File: src/rtl/spike_rx_pkg.sv
// -----------------------------------------------------------------------------
// spike_rx_pkg
// Shared types and constants for the spike handshake receiver.
//   rx_state_t : handshake FSM states (IDLE / ACK / RELEASE)
//   TS_W       : width of the optional capture timestamp
//   rx_entry_t : FIFO entry layout for the default 8-bit data path
// Optional feature macro: SPIKE_RX_TIMESTAMP_EN adds a timestamp to every entry.
// -----------------------------------------------------------------------------
package spike_rx_pkg;

   typedef enum logic [1:0] {
      IDLE    = 2'd0,
      ACK     = 2'd1,
      RELEASE = 2'd2
   } rx_state_t;

   localparam int TS_W           = 16;
   localparam int RX_DATA_W_DFLT = 8;

   // Reference entry layout for the default data width. The top module builds
   // its own copy of this layout from its DATA_W parameter, because a package
   // typedef cannot follow a module parameter.
   typedef struct packed {
`ifdef SPIKE_RX_TIMESTAMP_EN
      logic [TS_W-1:0]           ts;
`endif
      logic [RX_DATA_W_DFLT-1:0] data;
   } rx_entry_t;

endpackage

File: src/rtl/bit_sync.sv
// -----------------------------------------------------------------------------
// bit_sync
// Multi-flop synchroniser for a single asynchronous level signal.
// Ports:
//   clk : destination clock
//   rst : synchronous active-high reset, clears every stage to 0
//   d   : asynchronous input level
//   q   : d after STAGES flops in the clk domain
// -----------------------------------------------------------------------------
module bit_sync #(
   parameter int STAGES = 2
) (
   input  logic clk,
   input  logic rst,
   input  logic d,
   output logic q
);

   logic [STAGES-1:0] r_sync;

   always_ff @(posedge clk) begin
      if (rst) begin
         r_sync <= '0;
      end else begin
         r_sync <= {r_sync[STAGES-2:0], d};
      end
   end

   assign q = r_sync[STAGES-1];

endmodule

File: src/rtl/spike_handshake_receiver.sv
// -----------------------------------------------------------------------------
// spike_handshake_receiver
// Receives four-phase return-to-zero spike tokens (req_in / ack_in with bundled
// data_in) from the asynchronous neuron controller, stores them in a small
// FIFO and presents them downstream through a first-word fall-through
// valid/ready interface. A full FIFO withholds ack_in, stalling the async
// pipeline.
// Ports:
//   clk, rst     : system clock, synchronous active-high reset
//   req_in       : four-phase request (asynchronous, synchronised internally)
//   data_in      : bundled data, stable while req_in is high and ack_in low
//   ack_in       : registered four-phase acknowledge back to the controller
//   out_valid    : FIFO non-empty
//   out_ready    : downstream ready
//   out_data     : head-of-FIFO data
//   fifo_count   : current occupancy
//   out_ts       : capture timestamp of the head entry (SPIKE_RX_TIMESTAMP_EN)
//   o_dbg_state  : current handshake FSM state, for observation only
// Optional feature macro: SPIKE_RX_TIMESTAMP_EN.
//
// Handshake semantics (downstream): a token transfers on every rising clk edge
// where out_valid && out_ready; out_valid never depends on out_ready, and
// out_ready while empty is ignored.
// -----------------------------------------------------------------------------
module spike_handshake_receiver
   import spike_rx_pkg::*;
#(
   parameter int DATA_W      = 8,
   parameter int DEPTH       = 4,
   parameter int SYNC_STAGES = 2
) (
   input  logic                       clk,
   input  logic                       rst,
   input  logic                       req_in,
   input  logic [DATA_W-1:0]          data_in,
   output logic                       ack_in,
   output logic                       out_valid,
   input  logic                       out_ready,
   output logic [DATA_W-1:0]          out_data,
   output logic [$clog2(DEPTH+1)-1:0] fifo_count,
`ifdef SPIKE_RX_TIMESTAMP_EN
   output logic [TS_W-1:0]            out_ts,
`endif
   output logic [1:0]                 o_dbg_state
);

   localparam int PTR_W = $clog2(DEPTH);
   localparam int CNT_W = $clog2(DEPTH+1);

   // Same layout as spike_rx_pkg::rx_entry_t, sized by this instance's DATA_W.
   typedef struct packed {
`ifdef SPIKE_RX_TIMESTAMP_EN
      logic [TS_W-1:0]   ts;
`endif
      logic [DATA_W-1:0] data;
   } entry_t;

   entry_t            r_mem [DEPTH];
   logic [PTR_W-1:0]  r_wr_ptr;
   logic [PTR_W-1:0]  r_rd_ptr;
   logic [CNT_W-1:0]  r_count;
   rx_state_t         r_state;
   logic              r_ack;

   logic              w_req_s;
   logic              w_full;
   logic              w_push;
   logic              w_pop;
   entry_t            w_wr_entry;

   // ---------------------------------------------------------------------------
   // Request synchroniser. data_in is deliberately not synchronised: it is only
   // sampled once req_s is high, by which time the bundled-data timing
   // guarantees it has been stable for several cycles.
   // ---------------------------------------------------------------------------
   bit_sync #(
      .STAGES (SYNC_STAGES)
   ) u_req_sync (
      .clk (clk),
      .rst (rst),
      .d   (req_in),
      .q   (w_req_s)
   );

   // Full is taken from the registered count, so a pop in the same cycle never
   // frees a slot for a push until the following cycle.
   assign w_full = (r_count == CNT_W'(DEPTH));
   // Capture only on the IDLE->ACK transition: a req_s held high through ACK
   // can never produce a second push.
   assign w_push = (r_state == IDLE) && w_req_s && !w_full;
   assign w_pop  = (r_count != '0) && out_ready;

`ifdef SPIKE_RX_TIMESTAMP_EN
   logic [TS_W-1:0] r_ts_cnt;

   always_ff @(posedge clk) begin
      if (rst) begin
         r_ts_cnt <= '0;
      end else begin
         r_ts_cnt <= r_ts_cnt + TS_W'(1);
      end
   end

   always_comb begin
      w_wr_entry      = '0;
      w_wr_entry.data = data_in;
      w_wr_entry.ts   = r_ts_cnt;
   end

   assign out_ts = r_mem[r_rd_ptr].ts;
`else
   always_comb begin
      w_wr_entry      = '0;
      w_wr_entry.data = data_in;
   end
`endif

   // ---------------------------------------------------------------------------
   // Handshake FSM with registered acknowledge.
   // RELEASE forces at least one cycle of ack low before the next capture.
   // ---------------------------------------------------------------------------
   always_ff @(posedge clk) begin
      if (rst) begin
         r_state <= IDLE;
         r_ack   <= 1'b0;
      end else begin
         case (r_state)
            IDLE: begin
               if (w_push) begin
                  r_state <= ACK;
                  r_ack   <= 1'b1;
               end
            end
            ACK: begin
               if (!w_req_s) begin
                  r_state <= RELEASE;
                  r_ack   <= 1'b0;
               end
            end
            RELEASE: begin
               r_state <= IDLE;
               r_ack   <= 1'b0;
            end
            default: begin
               r_state <= IDLE;
               r_ack   <= 1'b0;
            end
         endcase
      end
   end

   // ---------------------------------------------------------------------------
   // FIFO storage. Contents are not cleared by reset: the count and pointers
   // are, which makes every old entry unreachable.
   // ---------------------------------------------------------------------------
   always_ff @(posedge clk) begin
      if (w_push) begin
         r_mem[r_wr_ptr] <= w_wr_entry;
      end
   end

   // Pointers are log2(DEPTH) bits wide and wrap naturally (DEPTH is a power of two).
   always_ff @(posedge clk) begin
      if (rst) begin
         r_wr_ptr <= '0;
         r_rd_ptr <= '0;
         r_count  <= '0;
      end else begin
         if (w_push) begin
            r_wr_ptr <= r_wr_ptr + PTR_W'(1);
         end
         if (w_pop) begin
            r_rd_ptr <= r_rd_ptr + PTR_W'(1);
         end
         case ({w_push, w_pop})
            2'b10:   r_count <= r_count + CNT_W'(1);
            2'b01:   r_count <= r_count - CNT_W'(1);
            default: r_count <= r_count;
         endcase
      end
   end

   assign ack_in      = r_ack;
   assign out_valid   = (r_count != '0);
   assign out_data    = r_mem[r_rd_ptr].data;
   assign fifo_count  = r_count;
   assign o_dbg_state = r_state;

endmodule

File: config.mk
export PLATFORM = sky130hd
export DESIGN_NAME = spike_handshake_receiver
export DESIGN_NICKNAME = d
export VERILOG_FILES = /design/src/rtl/spike_rx_pkg.sv /design/src/rtl/bit_sync.sv /design/src/rtl/spike_handshake_receiver.sv
export SDC_FILE = /design/constraint.sdc
export NUM_CORES = 1
export LEC_CHECK = 0
export ABC_AREA = 1
export CORE_MARGIN = 8
export CORE_UTILIZATION = 30
export CTS_CLUSTER_DIAMETER = 120
export DETAILED_ROUTE_END_ITERATION = 10
export SLEW_MARGIN = 10
export SYNTH_ARGS = -nofsm -noshare
export SYNTH_HDL_FRONTEND = slang
export SYNTH_HIERARCHICAL = 1
export SYNTH_SLANG_ARGS = --single-unit
File: constraint.sdc
create_clock -name clk -period 2 [get_ports clk]
set_input_delay 0.3 -clock clk [delete_from_list [all_inputs] [get_ports clk]]
set_output_delay 0.3 -clock clk [all_outputs]
set_load 0.05 [all_outputs]
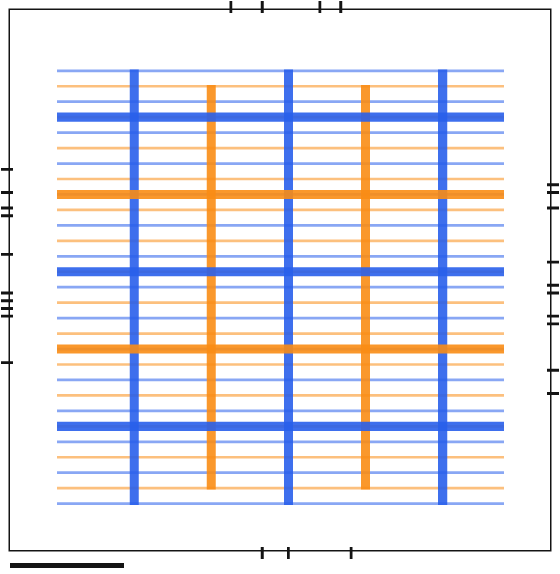
(images/floorplan.png)
Scale bar: 20 um. Pins as bars on the die edge.
- VSS: blue
- VDD: orange
- met5 straps: 5
- met1 rails: 29
- signal pins: 27
- rows: 28
- met4 straps: 5

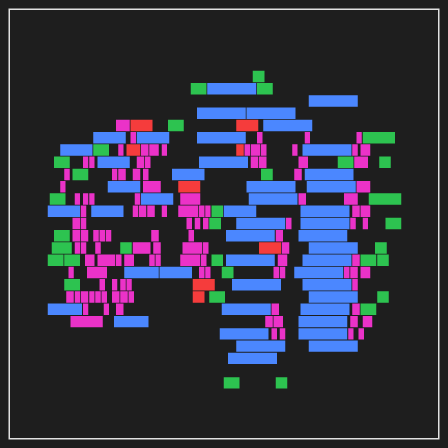
(images/class_map.png)
- registers: blue (cells 46)
- remaining logic cells: magenta (cells 120)
- clock drivers and dummy loads: red (cells 8)
- remaining buffers and delay cells: green (cells 32)

==> ci_impl_report.md <==
### Flow metrics

| Metric | Value |
|---|---|
| Outcome | finished, final reports clean |
| Post-DRT Antenna Nets | 0 |
| Met3 GRT Util | 3.77% |
| Critical Path End Type | primary output |
| Crit Path Class | reg -> out |
| YS warnings | 6 |
| FMAX | ~540 MHz |
| Cell Area, Placed | 2260 um^2 |
| Flop-to-flop setup slack | approximately 0.19 ns |
| Top area contributor share | around 51% |
| Slew HR | ~66% |
| Hold Buf Count CTS | 0 |
| Port bufs | 26 |
| WL met1 | 1.46 mm |
| Vias/cell | roughly 4.4 |
| Post-synth seq share | between 60 and 70% |
| Die X | about 95 um |
| Most common logic cell in the routed design | edfxtp_1 |
| Total gr overflow | 0 |
| Seq cells | 46 |
| Fin. max-slew vios | 0 |
| Met2 GRT Util | between 10 and 15% |
| Levels on crit path | 4 |
| Final Skew | between 0.005 and 0.006 ns |
| Antenna violations before repair | 0 |
| Layout area overhead | 25.9% |
| Logic family by area | simple AND/OR/NAND/NOR gates |
| Synthesized instance count | around 170 |
| Pin count of the biggest net entering global routing | 17 |
| Non-Clock Buffer Count | 32 |
| Inverter count | 24 |
| Post-synthesis area per instance | roughly 11 um^2 |
| Clock slew at reported path FFs | about 0.080 ns |
| Top cells, area | edfxtp_1 51%, dfxtp_1 15%, nor2_1 5.8% |
| Most instantiated logic cells after routing | 32 x edfxtp_1, 29 x nor2_1, 23 x inv_1, 17 x clkdlybuf4s50_1 |
| Clock root buffer | clkbuf_8 |
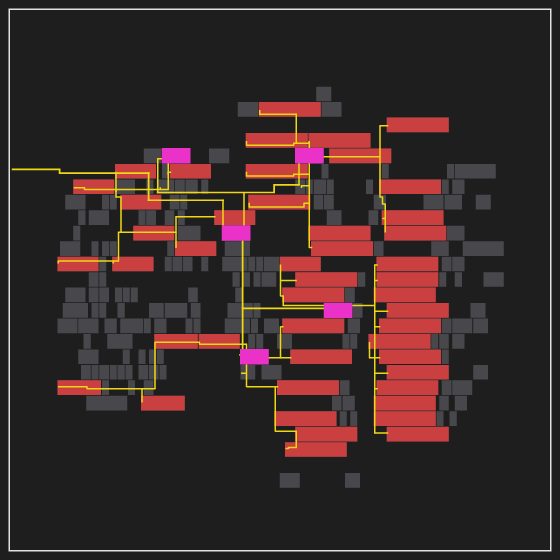
(images/clock_wires.png)
- clock-net drivers: magenta (count 5)
- clock wires: yellow (length 471 um)
- flip-flops: red (count 46)
- routed clock nets: 6
clock group share of total power: 20.8%
Skew-Pair Late Insertion Delay: 0.29 ns
Clk. pwr: 550 uW

Power and IR drop assume default switching activity.
